io_placement.png
Scale: 1.5 px per um. Pins as bars across the die edge, other pins in gray.
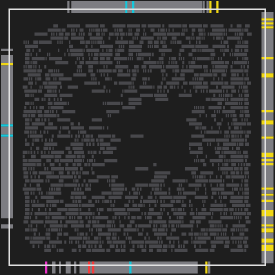
clk_routes.png
Scale: 3 px per um.
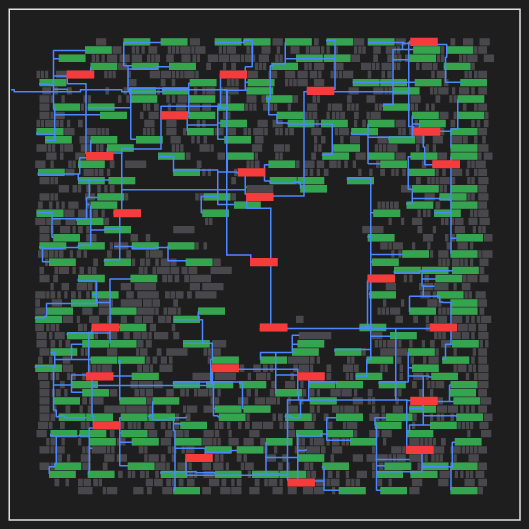
clocks.png
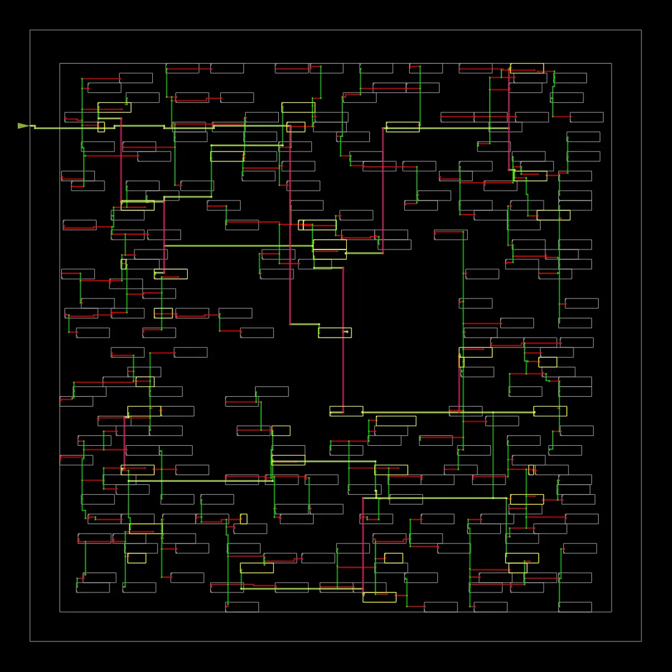
`src/rtl/ifm_write_ctrl_u6_d16_s5_if.sv`:
```
// Bus bundle between the IFM write controller, its upstream pixel source,
// the banked IFM memory and the downstream reader.
interface ifm_write_ctrl_u6_d16_s5_if #(
  parameter int DATA_WIDTH       = 32,
  parameter int ADDRESS_SIZE_IFM = 5
);
  logic                        start;
  logic                        valid_in;
  logic                        ready_out;
  logic                        next_read_done;
  logic [DATA_WIDTH-1:0]       data_in1;
  logic [DATA_WIDTH-1:0]       data_in2;
  logic [DATA_WIDTH-1:0]       data_in3;
  logic [DATA_WIDTH-1:0]       data_in4;
  logic [DATA_WIDTH-1:0]       data_in5;
  logic [DATA_WIDTH-1:0]       data_in6;
  logic [1:0]                  ifm_sel;
  logic                        ifm_enable_write_previous;
  logic [ADDRESS_SIZE_IFM-1:0] ifm_address_write_previous;
  logic [DATA_WIDTH-1:0]       data_in_from_previous1;
  logic [DATA_WIDTH-1:0]       data_in_from_previous2;
  logic [DATA_WIDTH-1:0]       data_in_from_previous3;
  logic [DATA_WIDTH-1:0]       data_in_from_previous4;
  logic [DATA_WIDTH-1:0]       data_in_from_previous5;
  logic [DATA_WIDTH-1:0]       data_in_from_previous6;
  logic                        next_start;
  logic                        layer_done;

  // Environment side: pixel source, downstream reader and memory observer.
  modport master (
    output start, valid_in, next_read_done,
    output data_in1, data_in2, data_in3, data_in4, data_in5, data_in6,
    input  ready_out, ifm_sel, ifm_enable_write_previous, ifm_address_write_previous,
    input  data_in_from_previous1, data_in_from_previous2, data_in_from_previous3,
    input  data_in_from_previous4, data_in_from_previous5, data_in_from_previous6,
    input  next_start, layer_done
  );

  modport slave (
    input  start, valid_in, next_read_done,
    input  data_in1, data_in2, data_in3, data_in4, data_in5, data_in6,
    output ready_out, ifm_sel, ifm_enable_write_previous, ifm_address_write_previous,
    output data_in_from_previous1, data_in_from_previous2, data_in_from_previous3,
    output data_in_from_previous4, data_in_from_previous5, data_in_from_previous6,
    output next_start, layer_done
  );
endinterface

```
`src/rtl/ifm_write_ctrl_u6_d16_s5.sv`:
```
// IFM write controller: streams 6-lane pixel columns into a triple-buffered
// IFM memory, one map group per bank, handshaking bank hand-over downstream.
module ifm_write_ctrl_u6_d16_s5 #(
  parameter int DATA_WIDTH       = 32,
  parameter int IFM_SIZE         = 5,
  parameter int NUMBER_OF_IFM    = 16,
  parameter int NUMBER_OF_UNITS  = 6,
  parameter int ADDRESS_SIZE_IFM = $clog2(IFM_SIZE*IFM_SIZE)
) (
  input logic                        clk,
  input logic                        rst_n,
  ifm_write_ctrl_u6_d16_s5_if.slave  bus
);
  localparam int PIXELS     = IFM_SIZE*IFM_SIZE;
  localparam int GROUPS     = (NUMBER_OF_IFM + NUMBER_OF_UNITS - 1) / NUMBER_OF_UNITS;
  localparam int LAST_LANES = NUMBER_OF_IFM - (GROUPS-1)*NUMBER_OF_UNITS;
  localparam logic [ADDRESS_SIZE_IFM-1:0] LAST_PIXEL = ADDRESS_SIZE_IFM'(PIXELS-1);
  localparam logic [1:0] LAST_GROUP = 2'(GROUPS-1);

  typedef enum logic [1:0] {IDLE, WRITE, HOLD, DRAIN} state_t;

  state_t                      state;
  state_t                      next_state;
  logic [ADDRESS_SIZE_IFM-1:0] pix_cnt;
  logic [1:0]                  grp_cnt;
  logic [1:0]                  ifm_sel_q;
  logic                        read_pending;
  logic                        next_start_q;
  logic                        layer_done_q;
  logic                        enable_q;
  logic [ADDRESS_SIZE_IFM-1:0] address_q;
  logic [DATA_WIDTH-1:0]       lane_in [NUMBER_OF_UNITS];
  logic [DATA_WIDTH-1:0]       lane_q  [NUMBER_OF_UNITS];

  logic ready;
  logic take;
  logic advance;
  logic finish;
  logic begin_layer;

  assign lane_in[0] = bus.data_in1;
  assign lane_in[1] = bus.data_in2;
  assign lane_in[2] = bus.data_in3;
  assign lane_in[3] = bus.data_in4;
  assign lane_in[4] = bus.data_in5;
  assign lane_in[5] = bus.data_in6;

  always_ff @(posedge clk or negedge rst_n) begin
    if (!rst_n) begin
      state <= IDLE;
    end else begin
      state <= next_state;
    end
  end

  // A bank may only be handed over once the reader has released the previous
  // one; a read_done arriving in the same cycle counts as that release.
  always_comb begin
    next_state  = state;
    ready       = 1'b0;
    take        = 1'b0;
    advance     = 1'b0;
    finish      = 1'b0;
    begin_layer = 1'b0;
    case (state)
      IDLE: begin
        if (bus.start) begin
          begin_layer = 1'b1;
          next_state  = WRITE;
        end
      end
      WRITE: begin
        ready = 1'b1;
        take  = bus.valid_in;
        if (bus.valid_in && pix_cnt == LAST_PIXEL) begin
          next_state = HOLD;
        end
      end
      HOLD: begin
        if (!read_pending || bus.next_read_done) begin
          advance    = 1'b1;
          next_state = (grp_cnt == LAST_GROUP) ? DRAIN : WRITE;
        end
      end
      DRAIN: begin
        if (bus.next_read_done) begin
          finish     = 1'b1;
          next_state = IDLE;
        end
      end
      default: next_state = IDLE;
    endcase
  end

  always_ff @(posedge clk or negedge rst_n) begin
    if (!rst_n) begin
      pix_cnt      <= '0;
      grp_cnt      <= '0;
      ifm_sel_q    <= '0;
      read_pending <= 1'b0;
      next_start_q <= 1'b0;
      layer_done_q <= 1'b0;
    end else begin
      next_start_q <= advance;
      layer_done_q <= finish;
      if (begin_layer) begin
        pix_cnt   <= '0;
        grp_cnt   <= '0;
        ifm_sel_q <= '0;
      end else begin
        if (take) begin
          pix_cnt <= (pix_cnt == LAST_PIXEL) ? '0 : pix_cnt + ADDRESS_SIZE_IFM'(1);
        end
        if (advance) begin
          grp_cnt   <= grp_cnt + 2'd1;
          ifm_sel_q <= (ifm_sel_q == LAST_GROUP) ? 2'd0 : ifm_sel_q + 2'd1;
        end
      end
      // Set wins over clear so a bank announced this cycle is never lost.
      if (next_start_q) begin
        read_pending <= 1'b1;
      end else if (bus.next_read_done) begin
        read_pending <= 1'b0;
      end
    end
  end

  // Memory write port lags the handshake by one cycle; unused lanes of the
  // last group write zero so stale maps never leak into the bank.
  always_ff @(posedge clk or negedge rst_n) begin
    if (!rst_n) begin
      enable_q  <= 1'b0;
      address_q <= '0;
      for (int i = 0; i < NUMBER_OF_UNITS; i++) begin
        lane_q[i] <= '0;
      end
    end else begin
      enable_q <= take;
      if (take) begin
        address_q <= pix_cnt;
        for (int i = 0; i < NUMBER_OF_UNITS; i++) begin
          if (grp_cnt == LAST_GROUP && i >= LAST_LANES) begin
            lane_q[i] <= '0;
          end else begin
            lane_q[i] <= lane_in[i];
          end
        end
      end
    end
  end

  assign bus.ready_out                  = ready;
  assign bus.ifm_sel                    = ifm_sel_q;
  assign bus.ifm_enable_write_previous  = enable_q;
  assign bus.ifm_address_write_previous = address_q;
  assign bus.data_in_from_previous1     = lane_q[0];
  assign bus.data_in_from_previous2     = lane_q[1];
  assign bus.data_in_from_previous3     = lane_q[2];
  assign bus.data_in_from_previous4     = lane_q[3];
  assign bus.data_in_from_previous5     = lane_q[4];
  assign bus.data_in_from_previous6     = lane_q[5];
  assign bus.next_start                 = next_start_q;
  assign bus.layer_done                 = layer_done_q;

endmodule

```
`src/flat_wrapper.sv`:
```
// flat-port wrapper written by rule: the top's interface ports become plain ports
module ifm_write_ctrl_u6_d16_s5_flat 
#(
  parameter int DATA_WIDTH       = 32,
  parameter int IFM_SIZE         = 5,
  parameter int NUMBER_OF_IFM    = 16,
  parameter int NUMBER_OF_UNITS  = 6,
  parameter int ADDRESS_SIZE_IFM = $clog2(IFM_SIZE*IFM_SIZE)
)
  (clk, rst_n, bus_start, bus_valid_in, bus_next_read_done, bus_data_in1, bus_data_in2, bus_data_in3, bus_data_in4, bus_data_in5, bus_data_in6, bus_ready_out, bus_ifm_sel, bus_ifm_enable_write_previous, bus_ifm_address_write_previous, bus_data_in_from_previous1, bus_data_in_from_previous2, bus_data_in_from_previous3, bus_data_in_from_previous4, bus_data_in_from_previous5, bus_data_in_from_previous6, bus_next_start, bus_layer_done);
  ifm_write_ctrl_u6_d16_s5_if #(.DATA_WIDTH(DATA_WIDTH), .ADDRESS_SIZE_IFM(ADDRESS_SIZE_IFM)) bus_i ();
  input logic clk;
  input logic rst_n;
  input wire logic [$bits(bus_i.start)-1:0] bus_start;
  input wire logic [$bits(bus_i.valid_in)-1:0] bus_valid_in;
  input wire logic [$bits(bus_i.next_read_done)-1:0] bus_next_read_done;
  input wire logic [$bits(bus_i.data_in1)-1:0] bus_data_in1;
  input wire logic [$bits(bus_i.data_in2)-1:0] bus_data_in2;
  input wire logic [$bits(bus_i.data_in3)-1:0] bus_data_in3;
  input wire logic [$bits(bus_i.data_in4)-1:0] bus_data_in4;
  input wire logic [$bits(bus_i.data_in5)-1:0] bus_data_in5;
  input wire logic [$bits(bus_i.data_in6)-1:0] bus_data_in6;
  output wire logic [$bits(bus_i.ready_out)-1:0] bus_ready_out;
  output wire logic [$bits(bus_i.ifm_sel)-1:0] bus_ifm_sel;
  output wire logic [$bits(bus_i.ifm_enable_write_previous)-1:0] bus_ifm_enable_write_previous;
  output wire logic [$bits(bus_i.ifm_address_write_previous)-1:0] bus_ifm_address_write_previous;
  output wire logic [$bits(bus_i.data_in_from_previous1)-1:0] bus_data_in_from_previous1;
  output wire logic [$bits(bus_i.data_in_from_previous2)-1:0] bus_data_in_from_previous2;
  output wire logic [$bits(bus_i.data_in_from_previous3)-1:0] bus_data_in_from_previous3;
  output wire logic [$bits(bus_i.data_in_from_previous4)-1:0] bus_data_in_from_previous4;
  output wire logic [$bits(bus_i.data_in_from_previous5)-1:0] bus_data_in_from_previous5;
  output wire logic [$bits(bus_i.data_in_from_previous6)-1:0] bus_data_in_from_previous6;
  output wire logic [$bits(bus_i.next_start)-1:0] bus_next_start;
  output wire logic [$bits(bus_i.layer_done)-1:0] bus_layer_done;
  assign bus_i.start = bus_start;
  assign bus_i.valid_in = bus_valid_in;
  assign bus_i.next_read_done = bus_next_read_done;
  assign bus_i.data_in1 = bus_data_in1;
  assign bus_i.data_in2 = bus_data_in2;
  assign bus_i.data_in3 = bus_data_in3;
  assign bus_i.data_in4 = bus_data_in4;
  assign bus_i.data_in5 = bus_data_in5;
  assign bus_i.data_in6 = bus_data_in6;
  assign bus_ready_out = bus_i.ready_out;
  assign bus_ifm_sel = bus_i.ifm_sel;
  assign bus_ifm_enable_write_previous = bus_i.ifm_enable_write_previous;
  assign bus_ifm_address_write_previous = bus_i.ifm_address_write_previous;
  assign bus_data_in_from_previous1 = bus_i.data_in_from_previous1;
  assign bus_data_in_from_previous2 = bus_i.data_in_from_previous2;
  assign bus_data_in_from_previous3 = bus_i.data_in_from_previous3;
  assign bus_data_in_from_previous4 = bus_i.data_in_from_previous4;
  assign bus_data_in_from_previous5 = bus_i.data_in_from_previous5;
  assign bus_data_in_from_previous6 = bus_i.data_in_from_previous6;
  assign bus_next_start = bus_i.next_start;
  assign bus_layer_done = bus_i.layer_done;
  ifm_write_ctrl_u6_d16_s5 #(.DATA_WIDTH(DATA_WIDTH), .IFM_SIZE(IFM_SIZE), .NUMBER_OF_IFM(NUMBER_OF_IFM), .NUMBER_OF_UNITS(NUMBER_OF_UNITS), .ADDRESS_SIZE_IFM(ADDRESS_SIZE_IFM)) u_core (.clk(clk), .rst_n(rst_n), .bus(bus_i));
endmodule
```
`config.mk`:
```
export PLATFORM = sky130hd
export DESIGN_NAME = ifm_write_ctrl_u6_d16_s5_flat
export DESIGN_NICKNAME = d
export VERILOG_FILES = /design/src/rtl/ifm_write_ctrl_u6_d16_s5_if.sv /design/src/rtl/ifm_write_ctrl_u6_d16_s5.sv /design/src/flat_wrapper.sv
export SDC_FILE = /design/constraint.sdc
export NUM_CORES = 1
export LEC_CHECK = 0
export CORE_MARGIN = 8
export CORE_UTILIZATION = 35
export CTS_CLUSTER_SIZE = 40
export DETAILED_ROUTE_END_ITERATION = 10
export PLACE_DENSITY_LB_ADDON = 0.25
export SETUP_SLACK_MARGIN = 0.3
export SYNTH_ARGS = -nofsm -noshare
export SYNTH_HDL_FRONTEND = slang
export SYNTH_SLANG_ARGS = --single-unit
export TNS_END_PERCENT = 20
```
`constraint.sdc`:
```
create_clock -name clk -period 1.73 [get_ports clk]
set_input_delay 0.346 -clock clk [delete_from_list [all_inputs] [get_ports clk]]
set_output_delay 0.346 -clock clk [all_outputs]
set_load 0.005 [all_outputs]
```
==> out/summary.rpt <==
STATUS
--------------------------------------------------------------------------------------------------
Status                                                                                   completed

DRT
--------------------------------------------------------------------------------------------------
Number of search-and-repair iterations in the first detailed-routing pass                        6
Remaining number of nets flagged by the antenna check after routing                              0
Post-Route WL                                                                            27,600 um
Drt first-iter violations                                                                      519
Drt wl/cell                                                                                16.5 um
Post-route met1 wirelength                                                               11,100 um

SETUP PATH
--------------------------------------------------------------------------------------------------
Startpoint kind of the worst setup timing path                                            register
Required time of the critical path                                                         1380 ps
RR Endpoint                                                                           u_core.bus.ifm_sel[1]
Worst setup path class                                                                  reg -> out

CLOCKING
--------------------------------------------------------------------------------------------------
Number of CTS-inserted buffers                                                                  24
Root buffer cell                                                                         clkbuf_16
Maximum count of clock buffers along a single path                                               3
Maximum level of the CTS H-tree                                                                  1
Clock transition time at the flip-flop clock pins of the worst setup and hold paths          60 ps
Number of buffers inserted for hold repair after clock tree synthesis                            1

PWR
--------------------------------------------------------------------------------------------------
Overall power                                                                            17,900 uW
Areal power density over the cells                                                     1350 mW/mm2

JOB
--------------------------------------------------------------------------------------------------
Number of warnings the tools reported                                                           29

PLACEMENT
--------------------------------------------------------------------------------------------------
Worst setup slack before clock tree synthesis                                             -13.0 ps
Buffers on Ports                                                                               399
Cell total after placement                                                                   1,610

FINAL TIMING
--------------------------------------------------------------------------------------------------
Maximum operating frequency                                                                660 MHz
Relative slew margins                                                                        0.761
Transition at the pin with the smallest max-transition slack                                358 ps
Min cycle time layout                                                                      1520 ps
Final setup violation count                                                                      0
Unrepaired setup endpoints after global routing                                               true

SYNTH
--------------------------------------------------------------------------------------------------
Cells after synthesis                                                                          913
Prevailing post-synth register cell                                                        dfrtp_1
Synth top area cells                                                                  dfrtp_1, nand2_1, o21ai_0
Netlist cell types                                                                              31
Avg Cell Area, Syn                                                                        9.06 um2
Post-synthesis async set-or-reset flop share                                                  1.00
Number of nets produced by synthesis                                                         1,113
Summed instance area of the synthesized netlist                                        0.00827 mm2
Portion of synthesized cell area occupied by the leading cell type                           0.641
Most repeated cell in the gate-level netlist after synthesis                               nand2_1
Leading area contributor after synthesis                                                   dfrtp_1
Main combinational cell family by area after synthesis                                simple AND/OR/NAND/NOR gates
Fraction of the mapped netlist area in adder cells                                         0.00454

FINAL LAYOUT
--------------------------------------------------------------------------------------------------
Number of antenna diodes                                                                         0
Top logic cells by instance count in the layout                                       nand2_1, dfrtp_1, clkdlybuf4s50_1
Post-route design area                                                                  0.0132 mm2
Non-clock buffer contribution to total cell area                                             0.307
Most frequently placed logic cell in the final layout                                      nand2_1
Share of layout cells above drive strength 1                                                 0.135
Relative area of clock buffers and inverters in the final design                            0.0597
Layout-stage area growth over the synthesis result                                           60.1%
Combinational cell area excluding buffers and inverters                                0.00265 mm2
Inverter count                                                                                   6
Logic Gate Count                                                                               642
Final Instance Count excl. Fillers                                                           1,669
Layout Nets                                                                                  1,536
Clkbuf count                                                                                    37

GLOBAL ROUTE
--------------------------------------------------------------------------------------------------
Met1 layer usage reported by global route                                                    0.216
Global-route total usage across every layer                                                  0.181
Most heavily used metal layer in global routing                                               met2

WORST HOLD PATH
--------------------------------------------------------------------------------------------------
Worst min path class                                                                   in -> async

FLOORPLANNING
--------------------------------------------------------------------------------------------------
DIE WIDTH                                                                                   170 um
Starting Density                                                                             0.355

## Picture notes: io_placement.png
Key: bus_ifm_address_write_previous = cyan [pins 5, direction output, edge 2 west, 2 north, 1 south]; bus_data_in2 = yellow [pins 32, direction input, edge 28 east, 2 north, 1 south, 1 west]; bus_ifm_sel = red [pins 2, direction output, edge south]; rst_n = magenta [pins 1, direction input, edge south]

## Picture notes: clk_routes.png
Key: flip-flops = green [count 212]; clock wires = blue [length 2,810 um]; clock drivers = red [count 24]
Position of the flops: widely spread. There are 25 routed clock nets.
clock latency at the later pin of the worst-skew pair: 510 ps
relative contribution of the clock network to total power: 0.282
clock network power: 5040 uW
clock skew: 15.4 ps

## Picture notes: clocks.png
Flops: 212
Num Clock Sinks: 212

critical path, stage by stage (launching register included):
cell     delay [ps]
dfrtp_1         400
nor2b_1         140
buf_2           130
worst max-delay path by stage:
stage / endpoint / slack, ps
6_report: bus_ready_out / 210
5_1_grt: bus_ready_out / 180
4_1_cts: bus_ready_out / 200
3_5_place_dp: u_core.pix_cnt[2] / -10
3_3_place_gp: u_core.pix_cnt[2] / 40
2_1_floorplan: u_core.state[0] / 360
power breakdown:
part | internal (uW) | switching [uW] | leakage [uW] | total (uW)
Clock | 3100 | 1940 | 0.000392 | 5040
Sequential | 6490 | 803 | 0.00261 | 7290
Combinational | 2800 | 2740 | 0.00387 | 5540
Power figures rest on the tool's default switching activity, not on a simulated workload.
